File: src/rtl/encoder_4to2_sync_if.sv
// Request/response bundle for encoder_4to2_sync: one-hot request lines in,
// a 2-bit code out through a valid/ready output register.
interface encoder_4to2_sync_if;
  logic en;
  logic y0;
  logic y1;
  logic y2;
  logic y3;
  logic ready;
  logic a;
  logic b;
  logic valid;

  // The master drives requests and consumes codes. The slave is the encoder.
  modport master (
    output en, y0, y1, y2, y3, ready,
    input  a, b, valid
  );

  modport slave (
    input  en, y0, y1, y2, y3, ready,
    output a, b, valid
  );
endinterface

File: src/rtl/encoder_4to2_sync.sv
// Registered 4-to-2 priority encoder with a valid/ready output register,
// sticky multi-hot/overflow flags and a saturating accepted-event counter.
module encoder_4to2_sync #(
  parameter int CNT_W = 8
) (
  input  logic                  clk,
  input  logic                  rst_n,
  encoder_4to2_sync_if.slave    bus,
  input  logic                  clr,
  output logic                  multi_err,
  output logic                  ovf,
  output logic [CNT_W-1:0]      evt_cnt
);

  typedef enum logic {
    EMPTY = 1'b0,
    FULL  = 1'b1
  } state_t;

  localparam logic [CNT_W-1:0] CNT_MAX = {CNT_W{1'b1}};

  state_t      state_q, state_d;
  logic [3:0]  req;
  logic        evt;
  logic        multi_hot;
  logic [1:0]  code;
  logic        load;
  logic        drop;
  logic [1:0]  code_q;

  assign req = {bus.y3, bus.y2, bus.y1, bus.y0};
  assign evt = bus.en && (req != 4'b0000);

  // Two or more lines high: clearing the lowest set bit leaves something.
  assign multi_hot = (req & (req - 4'd1)) != 4'b0000;

  // NOTE: every signal gets a default before the if/else chain, so no path
  // leaves it unassigned and no latch is inferred.
  always_comb begin
    code = 2'd0;
    if (req[3])      code = 2'd3;
    else if (req[2]) code = 2'd2;
    else if (req[1]) code = 2'd1;
  end

  always_comb begin
    state_d = state_q;
    load    = 1'b0;
    drop    = 1'b0;
    unique case (state_q)
      EMPTY: begin
        if (evt) begin
          load    = 1'b1;
          state_d = FULL;
        end
      end
      FULL: begin
        if (bus.ready) begin
          if (evt) load    = 1'b1;
          else     state_d = EMPTY;
        end else if (evt) begin
          drop = 1'b1;
        end
      end
      default: state_d = EMPTY;
    endcase
  end

  // NOTE: sequential state uses non-blocking assignments so every register
  // samples the pre-edge values regardless of statement order.
  always_ff @(posedge clk or negedge rst_n) begin
    if (!rst_n) begin
      state_q <= EMPTY;
      code_q  <= 2'd0;
    end else begin
      state_q <= state_d;
      if (load) code_q <= code;
    end
  end

  // clr wins over a same-cycle set or increment.
  always_ff @(posedge clk or negedge rst_n) begin
    if (!rst_n) begin
      multi_err <= 1'b0;
      ovf       <= 1'b0;
      evt_cnt   <= '0;
    end else if (clr) begin
      multi_err <= 1'b0;
      ovf       <= 1'b0;
      evt_cnt   <= '0;
    end else begin
      if (evt && multi_hot)          multi_err <= 1'b1;
      if (drop)                      ovf       <= 1'b1;
      if (load && evt_cnt != CNT_MAX) evt_cnt  <= evt_cnt + 1'b1;
    end
  end

  assign bus.a     = code_q[0];
  assign bus.b     = code_q[1];
  assign bus.valid = (state_q == FULL);

  // A stalled code must stay put until the consumer takes it.
  a_hold_when_stalled : assert property (
    @(posedge clk) disable iff (!rst_n)
    (bus.valid && !bus.ready) |=> (bus.valid && $stable(code_q))
  );

endmodule

File: src/flat_wrapper.sv
// flat-port wrapper written by rule: the top's interface ports become plain ports
module encoder_4to2_sync_flat 
#(
  parameter int CNT_W = 8
)
  (clk, rst_n, clr, multi_err, ovf, evt_cnt, bus_en, bus_y0, bus_y1, bus_y2, bus_y3, bus_ready, bus_a, bus_b, bus_valid);
  encoder_4to2_sync_if bus_i ();
  input  logic clk;
  input  logic rst_n;
  input  logic clr;
  output logic multi_err;
  output logic ovf;
  output logic [CNT_W-1:0] evt_cnt;
  input wire logic [$bits(bus_i.en)-1:0] bus_en;
  input wire logic [$bits(bus_i.y0)-1:0] bus_y0;
  input wire logic [$bits(bus_i.y1)-1:0] bus_y1;
  input wire logic [$bits(bus_i.y2)-1:0] bus_y2;
  input wire logic [$bits(bus_i.y3)-1:0] bus_y3;
  input wire logic [$bits(bus_i.ready)-1:0] bus_ready;
  output wire logic [$bits(bus_i.a)-1:0] bus_a;
  output wire logic [$bits(bus_i.b)-1:0] bus_b;
  output wire logic [$bits(bus_i.valid)-1:0] bus_valid;
  assign bus_i.en = bus_en;
  assign bus_i.y0 = bus_y0;
  assign bus_i.y1 = bus_y1;
  assign bus_i.y2 = bus_y2;
  assign bus_i.y3 = bus_y3;
  assign bus_i.ready = bus_ready;
  assign bus_a = bus_i.a;
  assign bus_b = bus_i.b;
  assign bus_valid = bus_i.valid;
  encoder_4to2_sync #(.CNT_W(CNT_W)) u_core (.clk(clk), .rst_n(rst_n), .bus(bus_i), .clr(clr), .multi_err(multi_err), .ovf(ovf), .evt_cnt(evt_cnt));
endmodule
File: config.mk
export PLATFORM = sky130hd
export DESIGN_NAME = encoder_4to2_sync_flat
export DESIGN_NICKNAME = d
export VERILOG_FILES = /design/src/rtl/encoder_4to2_sync_if.sv /design/src/rtl/encoder_4to2_sync.sv /design/src/flat_wrapper.sv
export SDC_FILE = /design/constraint.sdc
export NUM_CORES = 1
export LEC_CHECK = 0
export ABC_AREA = 1
export CELL_PAD_IN_SITES_DETAIL_PLACEMENT = 1
export CELL_PAD_IN_SITES_GLOBAL_PLACEMENT = 1
export CORE_MARGIN = 10
export CORE_UTILIZATION = 32
export CTS_BUF_LIST = sky130_fd_sc_hd__clkbuf_8 sky130_fd_sc_hd__clkbuf_16
export DETAILED_ROUTE_END_ITERATION = 7
export MAX_ROUTING_LAYER = met4
export PLACE_DENSITY_LB_ADDON = 0.1
export SYNTH_ARGS = -nofsm -noshare
export SYNTH_HDL_FRONTEND = slang
export SYNTH_SLANG_ARGS = --single-unit
export TNS_END_PERCENT = 50
File: constraint.sdc
create_clock -name clk -period 1.7 [get_ports clk]
set_input_delay 0.17 -clock clk [delete_from_list [all_inputs] [get_ports clk]]
set_output_delay 0.17 -clock clk [all_outputs]
set_load 0.01 [all_outputs]
**Clock distribution**

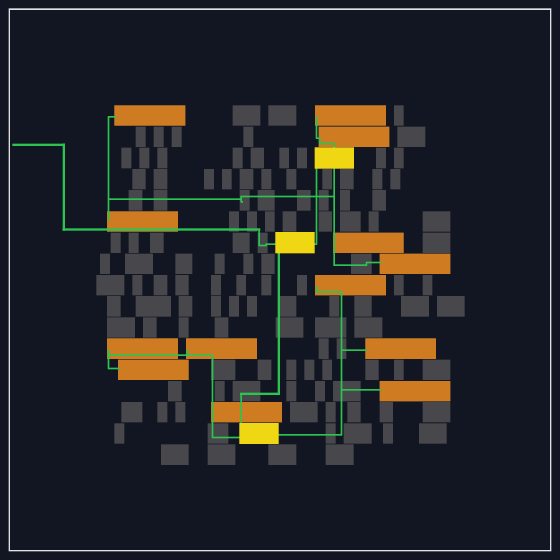
[yellow] cells driving clock nets | count: 3
[green] clock wires | length: 240 um
[orange] flip-flops | count: 13
routed clock nets: 4
clock power share: 37.8%
P_clk: 0.281 mW
clk latency late pin: 0.25 ns
final clock skew: 0.000703 ns

**PDN straps and rails**

Pins as bars on the die edge. Tap cells in grey.
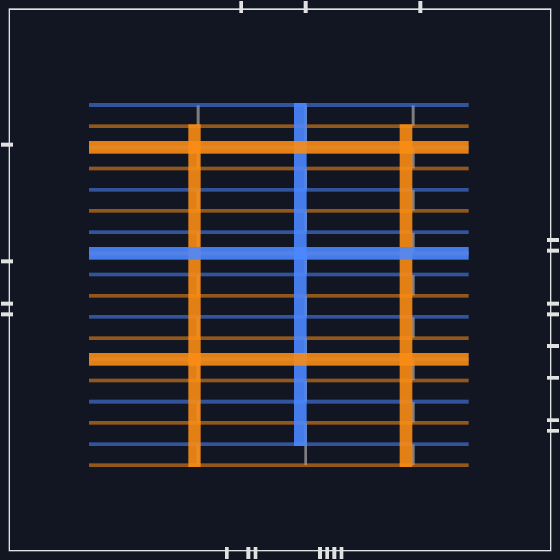
| colour | net |
|---|---|
| blue | VDD |
| orange | VSS |
met5 straps: 3
met1 rails: 18
tap cells: 28
horizontal die size: 69.3 um
Worst IR Drop VDD: 375 uV
height of the chip: 69.3 um

==> Flow_metrics.wiki <==
== Run summary ==
{| class="wikitable"
! Metric !! Value
|-
| Actual transition at the worst max-transition pin || about 0.6 ns
|-
| Count of multi-input combinational gates || 79
|-
| Clock transition at path regs || 0.06 ns
|-
| Endpoint arrival time on the critical path || between 1 and 1.5 ns
|-
| Kind of capture point of the worst setup path || primary output
|-
| FF+latch count || 13
|-
| Count of unique library cells instantiated by Yosys || 19
|-
| Global-route total usage across every layer || 9.34%
|-
| Non-clock buffer contribution to total cell area || around a fifth
|-
| Unrepaired setup endpoints after global routing || false
|-
| Area growth from synthesis to layout || 37.6%
|-
| Adders+Majority by Area || under 10%
|-
| Clock buffer count || 3
|-
| Category of the worst setup path launch point || flop
|-
| Clock Sinks || 13
|-
| Seq cells post-synth || 13
|-
| XORs/XNORs by Area || approximately 1.1%
|-
| Worst r2r src || u_core.evt_cnt[0]$_DFFE_PN0P_
|-
| Starting DRC count in detailed routing || 25
|-
| Wire length of the first global-routing pass || 3650 um
|-
| Overall power after layout || between 0.7 and 0.8 mW
|-
| Total via count after detailed routing || 787
|-
| Status || finished, final reports clean
|-
| Max-slew violation count || 0
|-
| Fraction of power spent switching nets || 26.4%
|-
| Seq area share || 30.4%
|-
| Smallest hold slack || approximately 0.30 ns
|-
| Internal power || approximately 0.55 mW
|-
| Final setup violating endpoints || 0
|-
| Tapcell Cnt || 28
|-
| Setup TNS || 0 ns
|-
| Post-synth seq share || between 40% and 50%
|-
| Basic Gates by Area || between 40% and 50%
|-
| Nonclk inv count || 17
|-
| Multi-input gate share of the layout cell area || between 30% and 40%
|-
| Detailed Route WL || 2190 um
|-
| Clock tree from TritonCTS || built
|-
| Combinational group power || about 0.13 mW
|-
| Cells after synthesis || 110
|-
| Non-Clock Buffer Count || 22
|-
| Part of the power in registers || 45.3%
|-
| Mean post-synth cell area || just over 7 um^2
|-
| Yosys synthesis chip area || about 780 um^2
|-
| Series of cell instances along the critical path || clkdlybuf4s50_1
|-
| Number of warning messages in the yosys log || 0
|-
| ANT cells || 0
|-
| Leakage power summed over all cells || approximately 0.53 nW
|-
| Fraction of area in clock buffers and inverters || around 4.2%
|-
| Most area-hungry cell class in the final design || multi-input combinational cells
|-
| Placeable core region || around 0.0023 mm^2
|-
| Vias in the first global route || between 700 and 800
|-
| Tally of filler cells in the layout || ~300
|-
| Combinational fraction of design power || approximately 17%
|-
| Net count, final || approximately 150
|-
| Standard-cell rows || 17
|-
| Period Utilization, post-route || between 80 and 90%
|-
| WL/cell || approximately 13 um
|-
| Delay contributed by the slowest stage of the critical path || roughly 0.6 ns
|-
| Cell area after technology mapping || between 700 and 800 um^2
|-
| Count of buffers added by post-CTS timing repair for setup || 0
|-
| Max-capacitance violation count || 0
|-
| Cts bufs inserted || 3
|-
| H-tree depth || 1
|-
| Via count normalized by instance count || slightly below 5
|-
| Resize count post-CTS || 0
|-
| Slowest CP cell || sky130_fd_sc_hd__clkdlybuf4s50_1
|}
==> metrics by stage <==
step | std cells | util, % | worst slack [ns] | area (um^2)
floorplan | 110 | - | 0.423 | 778
global placement | 159 | 45.5 | 0.248 | 1030
detailed placement | 159 | 45.5 | 0.161 | 1030
CTS | 163 | 47.5 | 0.197 | 1070
global route | 163 | 47.5 | 0.142 | 1070
finish | 163 | 47.5 | 0.214 | 1070
==> synthesized netlist by cell type, drive strengths merged <==
cell type	n	share of area [%]
nor3	1	0.64
xor2	1	1.1
buf	1	0.64
dfrtp	13	42
nor2	14	8.7
inv	16	7.7
o21a	1	0.96
nand3	21	15
a21oi	2	1.3
nand2	34	17
o21ai	2	1.3
ha	1	1.6
clkinv	1	0.48
nand3b	2	1.9
==> final timing paths <==
path	slack (ns)	depth (start not counted)	to
max reg2reg	0.25	8	u_core.evt_cnt[1]$_DFFE_PN0P_
max	0.21	1	evt_cnt[5]
min	0.30	1	u_core.code_q[0]$_DFFE_PN0P_
min in group clk	0.48	2	u_core.code_q[1]$_DFFE_PN0P_
min reg2reg	0.48	2	u_core.code_q[1]$_DFFE_PN0P_
max in group asynchronous	1.00	1	u_core.multi_err$_DFFE_PN0P_
==> metal layers <==
| layer | part of all wire (%) | global-route usage, % | routed length (um) | vias to the layer above |
|---|---|---|---|---|
| met5 | 0 | - | 0 | - |
| met4 | 1.3 | 4.66 | 29 | 0 |
| met3 | 4.2 | 2.71 | 92 | 4 |
| li1 | - | - | - | 391 |
| met1 | 45 | 10.6 | 993 | 378 |
| met2 | 49 | 14.6 | 1080 | 14 |
==> flip-flops by register name, summed over array words and instances (netlist names) <==
| signal | cells |
|---|---|
| u_core.multi_err | 1 |
| u_core.code_q | 2 |
| u_core.evt_cnt | 8 |
| u_core.ovf | 1 |
| u_core.bus.valid | 1 |
Power is estimated from default activity; no workload was simulated.
